===== src/rtl/udm_cpu_bus_arbiter.sv =====
// Two-master arbiter (m0 = UART debug master, m1 = CPU data bus) onto one data-memory port.
// Holds a grant until the slave accepts it and routes in-order read responses back via an ID queue.
module udm_cpu_bus_arbiter #(
  parameter int ADDR_WIDTH      = 32,
  parameter int DATA_WIDTH      = 32,
  parameter int RR_ENABLE       = 1,
  parameter int MAX_OUTSTANDING = 4
) (
  input  logic                      clk_i,
  input  logic                      arst_i,

  input  logic                      m0_req_i,
  output logic                      m0_ack_o,
  input  logic [ADDR_WIDTH-1:0]     m0_addr_i,
  input  logic                      m0_we_i,
  input  logic [DATA_WIDTH/8-1:0]   m0_be_i,
  input  logic [DATA_WIDTH-1:0]     m0_wdata_i,
  output logic                      m0_resp_o,
  output logic [DATA_WIDTH-1:0]     m0_rdata_o,

  input  logic                      m1_req_i,
  output logic                      m1_ack_o,
  input  logic [ADDR_WIDTH-1:0]     m1_addr_i,
  input  logic                      m1_we_i,
  input  logic [DATA_WIDTH/8-1:0]   m1_be_i,
  input  logic [DATA_WIDTH-1:0]     m1_wdata_i,
  output logic                      m1_resp_o,
  output logic [DATA_WIDTH-1:0]     m1_rdata_o,

  output logic                      s_req_o,
  input  logic                      s_ack_i,
  output logic [ADDR_WIDTH-1:0]     s_addr_o,
  output logic                      s_we_o,
  output logic [DATA_WIDTH/8-1:0]   s_be_o,
  output logic [DATA_WIDTH-1:0]     s_wdata_o,
  input  logic                      s_resp_i,
  input  logic [DATA_WIDTH-1:0]     s_rdata_i,

  output logic                      err_o
);

  // state      | meaning
  // ST_OPEN    | no handshake in flight, arbitrate every cycle
  // ST_LOCKED  | request shown to slave but not yet accepted, grant frozen on lock_id

  localparam int PTR_WIDTH = (MAX_OUTSTANDING > 1) ? $clog2(MAX_OUTSTANDING) : 1;
  localparam int CNT_WIDTH = PTR_WIDTH + 1;
  localparam logic [CNT_WIDTH-1:0] CNT_FULL = CNT_WIDTH'(MAX_OUTSTANDING);

  typedef enum logic {
    ST_OPEN   = 1'b0,
    ST_LOCKED = 1'b1
  } state_t;

  state_t                state_q, state_d;
  logic                  lock_id_q, lock_id_d;
  logic                  last_id_q, last_id_d;

  logic [MAX_OUTSTANDING-1:0] id_q;
  logic [PTR_WIDTH-1:0]  wr_ptr_q, rd_ptr_q;
  logic [CNT_WIDTH-1:0]  count_q;
  logic                  err_q;

  logic                  sel;
  logic                  sel_req;
  logic                  sel_we;
  logic                  stall;
  logic                  xfer;
  logic                  push;
  logic                  pop;
  logic                  head_id;

  always_comb begin
    sel     = 1'b0;
    sel_req = 1'b0;
    if (state_q == ST_LOCKED) begin
      sel     = lock_id_q;
      sel_req = lock_id_q ? m1_req_i : m0_req_i;
    end else if (m0_req_i && m1_req_i) begin
      sel     = (RR_ENABLE != 0) ? ~last_id_q : 1'b0;
      sel_req = 1'b1;
    end else if (m1_req_i) begin
      sel     = 1'b1;
      sel_req = 1'b1;
    end else if (m0_req_i) begin
      sel     = 1'b0;
      sel_req = 1'b1;
    end
  end

  assign sel_we    = sel ? m1_we_i    : m0_we_i;
  assign s_addr_o  = sel ? m1_addr_i  : m0_addr_i;
  assign s_we_o    = sel_we;
  assign s_be_o    = sel ? m1_be_i    : m0_be_i;
  assign s_wdata_o = sel ? m1_wdata_i : m0_wdata_i;

  // A full queue blocks reads even when a response frees a slot this cycle.
  assign stall   = sel_req && !sel_we && (count_q == CNT_FULL);
  assign s_req_o = sel_req && !stall;
  assign xfer    = s_req_o && s_ack_i;

  assign m0_ack_o = xfer && !sel;
  assign m1_ack_o = xfer &&  sel;

  always_comb begin
    state_d   = state_q;
    lock_id_d = lock_id_q;
    last_id_d = last_id_q;
    if (xfer) begin
      state_d   = ST_OPEN;
      last_id_d = sel;
    end else if (s_req_o) begin
      state_d   = ST_LOCKED;
      lock_id_d = sel;
    end
  end

  always_ff @(posedge clk_i or posedge arst_i) begin
    if (arst_i) begin
      state_q   <= ST_OPEN;
      lock_id_q <= 1'b0;
      last_id_q <= 1'b1;
    end else begin
      state_q   <= state_d;
      lock_id_q <= lock_id_d;
      last_id_q <= last_id_d;
    end
  end

  assign push    = xfer && !sel_we;
  assign pop     = s_resp_i && (count_q != '0);
  assign head_id = id_q[rd_ptr_q];

  always_ff @(posedge clk_i or posedge arst_i) begin
    if (arst_i) begin
      id_q     <= '0;
      wr_ptr_q <= '0;
      rd_ptr_q <= '0;
      count_q  <= '0;
      err_q    <= 1'b0;
    end else begin
      if (push) begin
        id_q[wr_ptr_q] <= sel;
        wr_ptr_q       <= wr_ptr_q + PTR_WIDTH'(1);
      end
      if (pop) begin
        rd_ptr_q <= rd_ptr_q + PTR_WIDTH'(1);
      end
      case ({push, pop})
        2'b10:   count_q <= count_q + CNT_WIDTH'(1);
        2'b01:   count_q <= count_q - CNT_WIDTH'(1);
        default: count_q <= count_q;
      endcase
      // A response with nothing outstanding is dropped and flagged until reset.
      if (s_resp_i && (count_q == '0)) begin
        err_q <= 1'b1;
      end
    end
  end

  assign m0_resp_o  = pop && !head_id;
  assign m1_resp_o  = pop &&  head_id;
  assign m0_rdata_o = s_rdata_i;
  assign m1_rdata_o = s_rdata_i;
  assign err_o      = err_q;

endmodule

===== config.mk =====
export PLATFORM = sky130hd
export DESIGN_NAME = udm_cpu_bus_arbiter
export DESIGN_NICKNAME = d
export VERILOG_FILES = /design/src/rtl/udm_cpu_bus_arbiter.sv
export SDC_FILE = /design/constraint.sdc
export NUM_CORES = 1
export LEC_CHECK = 0
export CELL_PAD_IN_SITES_DETAIL_PLACEMENT = 1
export CELL_PAD_IN_SITES_GLOBAL_PLACEMENT = 1
export CORE_ASPECT_RATIO = 0.75
export CORE_UTILIZATION = 14
export DETAILED_ROUTE_END_ITERATION = 6
export PLACE_DENSITY = 0.92
export SLEW_MARGIN = 20
export SYNTH_ARGS = -nofsm -noshare
export SYNTH_HDL_FRONTEND = slang
export SYNTH_SLANG_ARGS = --single-unit

===== constraint.sdc =====
create_clock -name clk_i -period 3.6 [get_ports clk_i]
set_input_delay 0.72 -clock clk_i [delete_from_list [all_inputs] [get_ports clk_i]]
set_output_delay 0.72 -clock clk_i [all_outputs]
set_load 0.02 [all_outputs]

Figure 1. Where the registers sit (run 1).
Other sequential cells in the stronger gray, the rest of the logic in the fainter gray.
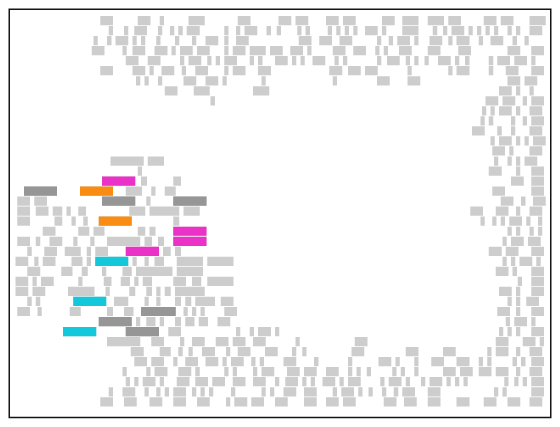
`count_q` -> cyan  # flops 3
`rd_ptr_q` -> orange  # flops 2
`id_q` -> magenta  # flops 4
not colored = 6

Figure 2. Wiring heat map (run 1).
Scale bar: 50 um. The die is cut into 29 by 22 equal tiles; black is low, pale yellow is high, scaled to the fullest tile. Values are wire area over tile area, all layers added.
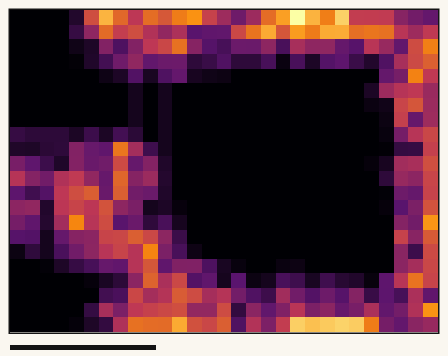
nearly empty tiles = 41%
emptiest ninth of the die = center
mean over tiles = 0.10
tiles over half the peak = 16%
fullest tile = 0.48
densest ninth of the die = upper right

==> reports/metrics.csv, run 1 <==
metric,value,unit
top_regs,"id_q: 4 flops, count_q: 3 flops",
slew_headroom,0.604,
cts_root_buf,clkbuf_16,
simple_gate_share,0.382,
grt_overflow_total,0,
htree_levels,1,
worst_ir_drop_vdd,0.000329,V
min_path_type,reg2reg,
p_leak,2.03,nW
io_pins,315,
synth-edff-count,0,
synth_cell_types,31,
antenna_left,0,
required,2.88,ns
maxCapViolCount,0,
die_h,110,um
cts_hold_buffers,0,
ys_cells,367,
grt_start_max_net_pins,38,
dr.pass1.iters,3,
fp-utilization,0.143,
largest_register_ff_count,4,
drt-total-wl,9.65,mm
intPower,1.58,mW
status,completed,
worstPathArrival,2.78,ns
critPathMaxStageDelay,0.59,ns
power,3.07,mW
finalMaxSlewViolations,0,
core-area,15300,um^2
drc,0,
period_minus_slack,3.50,ns
async_reset_ff_frac,1.00,
clk_pin_slew,0.05,ns
hold_violations,0,
clock.fmax,0.286,GHz
antenna_found_initial,0,
syn_area,2190,um^2
area_growth,96.0,%
power_switching,1.48,mW
die-area,16100,um^2
gp_congestion,0.768,
ys.flop_type,dfrtp_1,
crit_slowest_cell,clkdlybuf4s50_1,
mux_area_frac,0.0360,
crit_start,m1_req_i,
setup.worst_path.end_class,output port,
top_logic_kind,simple AND/OR/NAND/NOR gates,
cts_buffer_depth,2,
regMostFlops,id_q,
power_frac_seq,0.112,
switching_share,0.483,
cp_max_fo,36,
avgSynthCellArea,5.97,um^2
diodes,0,
finalClockPeriodUsage,0.971,
cp-start-kind,input port,
tightest_slew,0.593,ns
synth_flops,15,
cts_buffers,3,
r2r_slack,1.05,ns
rsz0062_at_grt,false,
critPathBufInv,4,
min_from,err_o,
clkPwrFrac,0.072,
critPathTopFamily,buffers and inverters,
rows,39,
crit_path_end,s_addr_o[9],
fin_ws,0.104,ns
syn-num-nets,549,
power_frac_comb,0.816,
io_buffer_count,218,
clock_net_power,0.220,mW
pg_comb,2.50,mW
fin_setup_tns,0,ns
skew,0.00619,ns
cp.depth,8,
cts-resized-gates,0,
synthCells,367,
r2r_end,count_q[2],
power_leader,combinational logic,
drt_iter0_markers,90,
worstHoldEndpoint,err_o,
placed_area,4190,um^2
dpl_worst_slack,0.0804,ns
tritoncts,built,
ys_sh_adder,0.0377,
path_class,in2out,
wl_per_cell,13.4,um
r2r_start,last_id_q,
stage_log_warnings,29,
ys_area,2190,um^2
Figure 3. Zoomed window (run 1).
Scale bar: 20 um. Window x 12 to 62, y 3 to 53 um. Cells in gray, sequential cells in the stronger gray; small squares are vias.
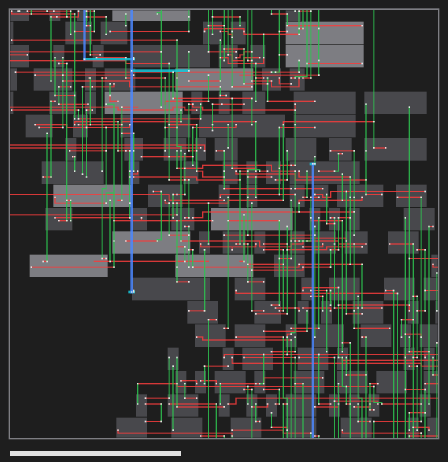
M2 -> green
M4 -> blue
M1 -> red
M3 -> cyan
sequential cells in the window = 9
most frequent = nand2_1 (31), clkdlybuf4s50_1 (27), dfrtp_1 (8)
cells with their middle in the window = 123
netlist names of flops here include = `count_q` (3), `id_q` (3)

Figure 4. Cell placement (run 1).
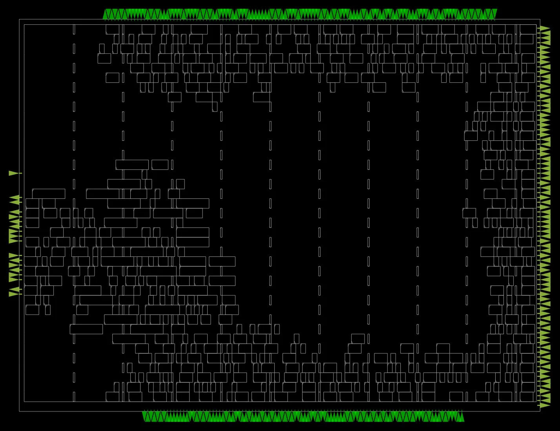
final cell utilization of the core: 0.281
tap cell count: 205
Seq area share: 0.0878

## run 1: placed cells by master, fill, tap and decap left out, drive strengths merged, types with 2 or more instances in the layout
cell type / n
clkdlybuf4s50: 210
nand2: 209
dfrtp: 14
inv: 10
dlymetal6s2s: 8
buf: 8
a21oi: 7
nor2: 6
ha: 5
xnor2: 4
a31oi: 4
o21ai: 3
clkbuf: 3
mux2i: 3
and2: 2
o21bai: 2
a21o: 2
nor3: 2
xor2: 2
mux2: 2
## run 1: synth_stat cells, drive strengths merged (2+ instances only)
cell	instances	area, um^2
clkbuf	12	45.0
o21ai	3	15.0
nor2	6	22.5
and2	2	12.5
xor2	2	17.5
buf	69	514
a21oi	7	35.0
mux2	2	26.3
o21bai	2	15.0
a31oi	4	25.0
nor3	2	10.0
xnor2	4	35.0
ha	5	62.6
nand2	209	785
mux2i	3	30.0
a21o	2	15.0
inv	10	37.5
dfrtp	14	350
## run 1: metrics by stage
stage / cells / hold slack (ns)
6_report: 721 / 0.471
5_1_grt: 721 / 0.498
4_1_cts: 721 / 0.478
3_5_place_dp: 717 / 0.456
3_3_place_gp: 717 / 0.449
2_1_floorplan: 367 / 0.453
## run 1: final cells by class
type	instances	area, um^2
Fill cell	1876	11000
Timing Repair Buffer	226	2310
Multi-Input combinational cell	261	1230
Sequential cell	15	377
Tap cell	205	256
Clock buffer	3	75.1
Inverter	10	37.5
Clock inverter	1	5.00
## run 1: layer usage
layer | vias to the layer above | GRT usage | share of wire | wire (um)
met1 | 1239 | 0.133 | 0.41 | 3990
met4 | 0 | 0.0283 | 0.012 | 120
met2 | 162 | 0.174 | 0.45 | 4370
li1 | 1352 | - | - | -
met5 | - | 0 | 0 | 0
met3 | 14 | 0.0560 | 0.12 | 1170
==> run 2, diff against run 1 <==
--- a/config.mk
+++ b/config.mk
@@ -5,7 +5,7 @@
 export SDC_FILE = /design/constraint.sdc
 export NUM_CORES = 1
 export LEC_CHECK = 0
-export CELL_PAD_IN_SITES_DETAIL_PLACEMENT = 1
+export CELL_PAD_IN_SITES_DETAIL_PLACEMENT = 0
 export CELL_PAD_IN_SITES_GLOBAL_PLACEMENT = 1
 export CORE_ASPECT_RATIO = 0.75
 export CORE_UTILIZATION = 14
Figure 5. Where the registers sit (run 2).
Other sequential cells in the stronger gray, the rest of the logic in the fainter gray.
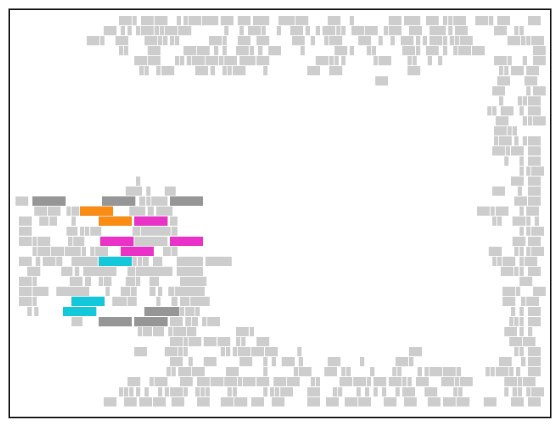
`count_q` -> cyan  # flops 3
`id_q` -> magenta  # flops 4, where middle left
`rd_ptr_q` -> orange  # flops 2
not colored = 6
Reg area: 377 um^2
final cell utilization of the core: 0.281

==> reports/metrics.csv, run 2 <==
metric,value,unit,change
status,completed,,unchanged
stage_log_warnings,29,,unchanged
final_cell_mix,"211 x clkdlybuf4s50_1, 209 x nand2_1, 14 x dfrtp_1",,"was 210 x clkdlybuf4s50_1, 209 x nand2_1, 14 x dfrtp_1"
io_buffer_count,218,,unchanged
synth_cell_types,31,,unchanged
power,3.03,mW,was 3.07 mW
largest_register_ff_count,4,,unchanged
layout_top_cell,clkdlybuf4s50_1,,unchanged
routed-wl-met2,3.64,mm,was 4.37 mm
grt_overflow_total,0,,unchanged
clock_sinks,15,,unchanged
synth_largest_type_area_fraction,0.358,,unchanged
slew_headroom,0.613,,was 0.604
drt-total-wl,8.59,mm,was 9.65 mm
tritoncts,built,,unchanged
ys.flop_type,dfrtp_1,,unchanged
cp_cell_sequence,"clkdlybuf4s50_1, a21boi_1, buf_4, mux2i_4, buf_12, nand2_1, nand2_1, clkdlybuf4s50_1",,unchanged
r2r_end,count_q[2],,unchanged
grt.busiest_layer,met2,,unchanged
wl_per_cell,11.9,um,was 13.4 um
wl_met1,3.64,mm,was 3.99 mm
globalRouteMet1Util,0.119,,was 0.133
ys_sh_adder,0.0377,,unchanged
die_h,110,um,unchanged
finalMaxSlewViolations,0,,unchanged
grt_start_max_net_pins,38,,unchanged
gp_congestion,0.768,,unchanged
async_reset_ff_frac,1.00,,unchanged
dpl_worst_slack,0.0992,ns,was 0.0804 ns
cp-start-kind,input port,,unchanged
worstPathArrival,2.75,ns,was 2.78 ns
drc,0,,unchanged
synthCells,367,,unchanged
clk_pin_slew,0.05,ns,about the same
final_cells,721,,unchanged
crit_slowest_cell,clkdlybuf4s50_1,,unchanged
layout-drive-gt1-share,0.0388,,unchanged
regMostFlops,id_q,,unchanged
area_growth,95.9,%,was 96.0%
cts_hold_buffers,0,,unchanged
setup.worst_path.end_class,output port,,unchanged
top_regs,"id_q: 4 flops, count_q: 3 flops",,unchanged
grt_pass1_vias,2397,,was 2657
cts_buffer_depth,2,,unchanged
ys_seq_frac,0.172,,unchanged
wl_met3,1.23,mm,was 1.17 mm
ys_sh_aoi,0.0760,,unchanged
finalClockPeriodUsage,0.965,,was 0.971
use_met3,0.0572,,was 0.0560
holdPathStages,1,,unchanged
min_path_type,reg2reg,,unchanged
r2r_start,last_id_q,,unchanged
fillCellCount,1647,,was 1876
antenna_left,0,,unchanged
critPathMaxStageDelay,0.61,ns,was 0.59 ns
most_common_cell,nand2_1,,unchanged
rows,39,,unchanged
synth_warnings,0,,unchanged
power_density,707,nW/um^2,was 715 nW/um^2
period_minus_slack,3.47,ns,was 3.50 ns
worstHoldEndpoint,err_o,,unchanged
cts_root_buf,clkbuf_16,,unchanged
cts_setup_buffers,0,,unchanged
worst_ir_drop_vdd,0.000366,V,was 0.000329 V
rsz0062_at_grt,false,,unchanged
worstSkewPairLatency,0.25,ns,about the same
drt_iter0_markers,103,,was 90
maxCapViolCount,0,,unchanged
mux_area_frac,0.0360,,unchanged
top_logic_kind,simple AND/OR/NAND/NOR gates,,unchanged
ys_area,2190,um^2,unchanged
hold_violations,0,,unchanged
top_area_cell,nand2_1,,unchanged
finalSetupViolations,0,,unchanged
fin_setup_tns,0,ns,unchanged
cts-resized-gates,0,,unchanged
hpwl,7.06,mm,was 8.19 mm
synth-edff-count,0,,unchanged
avgSynthCellArea,5.97,um^2,unchanged
min_from,err_o,,unchanged
r2r_cells,11,,unchanged
diodes,0,,unchanged
required,2.88,ns,about the same
cp_max_fo,36,,unchanged
fin_ws,0.125,ns,was 0.104 ns
io_pins,315,,unchanged
vias_per_cell,3.67,,was 3.84
p_leak,2.02,nW,was 2.03 nW
die-area,16100,um^2,unchanged
top_layer,met4,,unchanged
skew,0.00291,ns,was 0.00619 ns
dp.cells,717,,unchanged
core-area,15300,um^2,unchanged
cts_buffers,3,,unchanged
syn-num-nets,549,,unchanged
htree_levels,1,,unchanged
simple_gate_share,0.382,,unchanged
path_class,in2out,,unchanged
syn_area,2190,um^2,unchanged
tightest_slew,0.579,ns,was 0.593 ns
common_cells,"209 x nand2_1, 64 x buf_4, 14 x dfrtp_1",,unchanged
synth_flops,15,,unchanged
clock.fmax,0.288,GHz,was 0.286 GHz
top_cells_by_area,"nand2_1 36%, buf_4 22%, dfrtp_1 16%, ha_1 2.9%, clkbuf_1 2.1%",,unchanged
dr.pass1.iters,6,,was 3
critPathTopFamily,buffers and inverters,,unchanged
fp-utilization,0.143,,unchanged
ys_cells,367,,unchanged
met2_usage,0.145,,was 0.174
r2r_slack,1.04,ns,was 1.05 ns
antenna_found_initial,0,,unchanged
critPathBufInv,4,,unchanged
grt_pass1_wl,12.5,mm,was 14.0 mm
Figure 6. Zoomed window (run 2).
Scale bar: 20 um. Window x 12 to 62, y 3 to 53 um. Cells in gray, sequential cells in the stronger gray; small squares are vias.
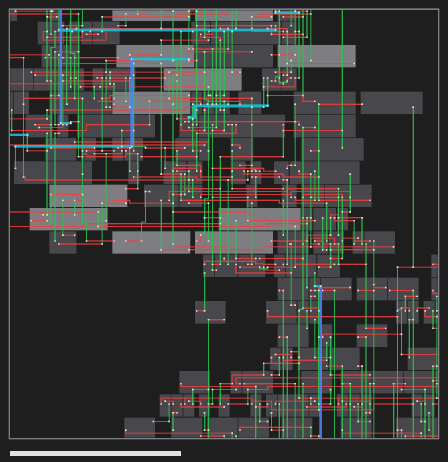

==> run 2: netlist changes by cell type in the layout (fill, tap and decap cells not counted), sizes merged <==
cell           delta
clkdlybuf4s50     +1
dlymetal6s2s      -1
==> run 2: cell type report <==
cell class | count | area (um^2) | share of cell area
repair buffers | 226 | 2310 | 0.539
multi-input cells | 261 | 1230 | 0.286
flip-flops and latches | 15 | 377 | 0.0878
well taps | 205 | 256 | 0.0598
clock buffers | 3 | 75.1 | 0.0175
inverters | 10 | 37.5 | 0.00875
clock inverters | 1 | 5.00 | 0.00117
==> run 2: how the worst max path moves through the flow <==
| stage | from | end | slack [ns] | cells past startpoint |
|---|---|---|---|---|
| floorplan | m1_req_i | count_q[2] | 0.88 | 12 |
| global placement | m1_req_i | s_wdata_o[12] | 0.14 | 8 |
| detailed placement | m0_req_i | s_wdata_o[12] | 0.1 | 8 |
| CTS | m0_req_i | s_wdata_o[12] | 0.09 | 8 |
| global route | m1_req_i | s_wdata_o[1] | 0.005 | 8 |
| finish | m0_req_i | s_addr_o[29] | 0.13 | 8 |
==> run 2: cell families after synthesis <==
logic type | Yosys count
simple gates | 220
buf+inv | 91
compound gates | 23
flops | 15
xor+xnor | 6
mux | 6
fa+ha+maj | 6
==> run 2: stage by stage <==
step / utilization / hold slack (ns) / area (um^2)
2_1_floorplan: - / 0.453 / 2190
3_3_place_gp: 0.274 / 0.449 / 4190
3_5_place_dp: 0.274 / 0.452 / 4190
4_1_cts: 0.280 / 0.466 / 4270
5_1_grt: 0.281 / 0.497 / 4290
6_report: 0.281 / 0.467 / 4290
==> run 2: power by group <==
group          internal, mW  switching (mW)  total, mW
Clock                 0.148          0.0702      0.219
Sequential            0.260          0.0794      0.339
Combinational          1.17            1.30       2.48
Power and IR drop assume default switching activity.
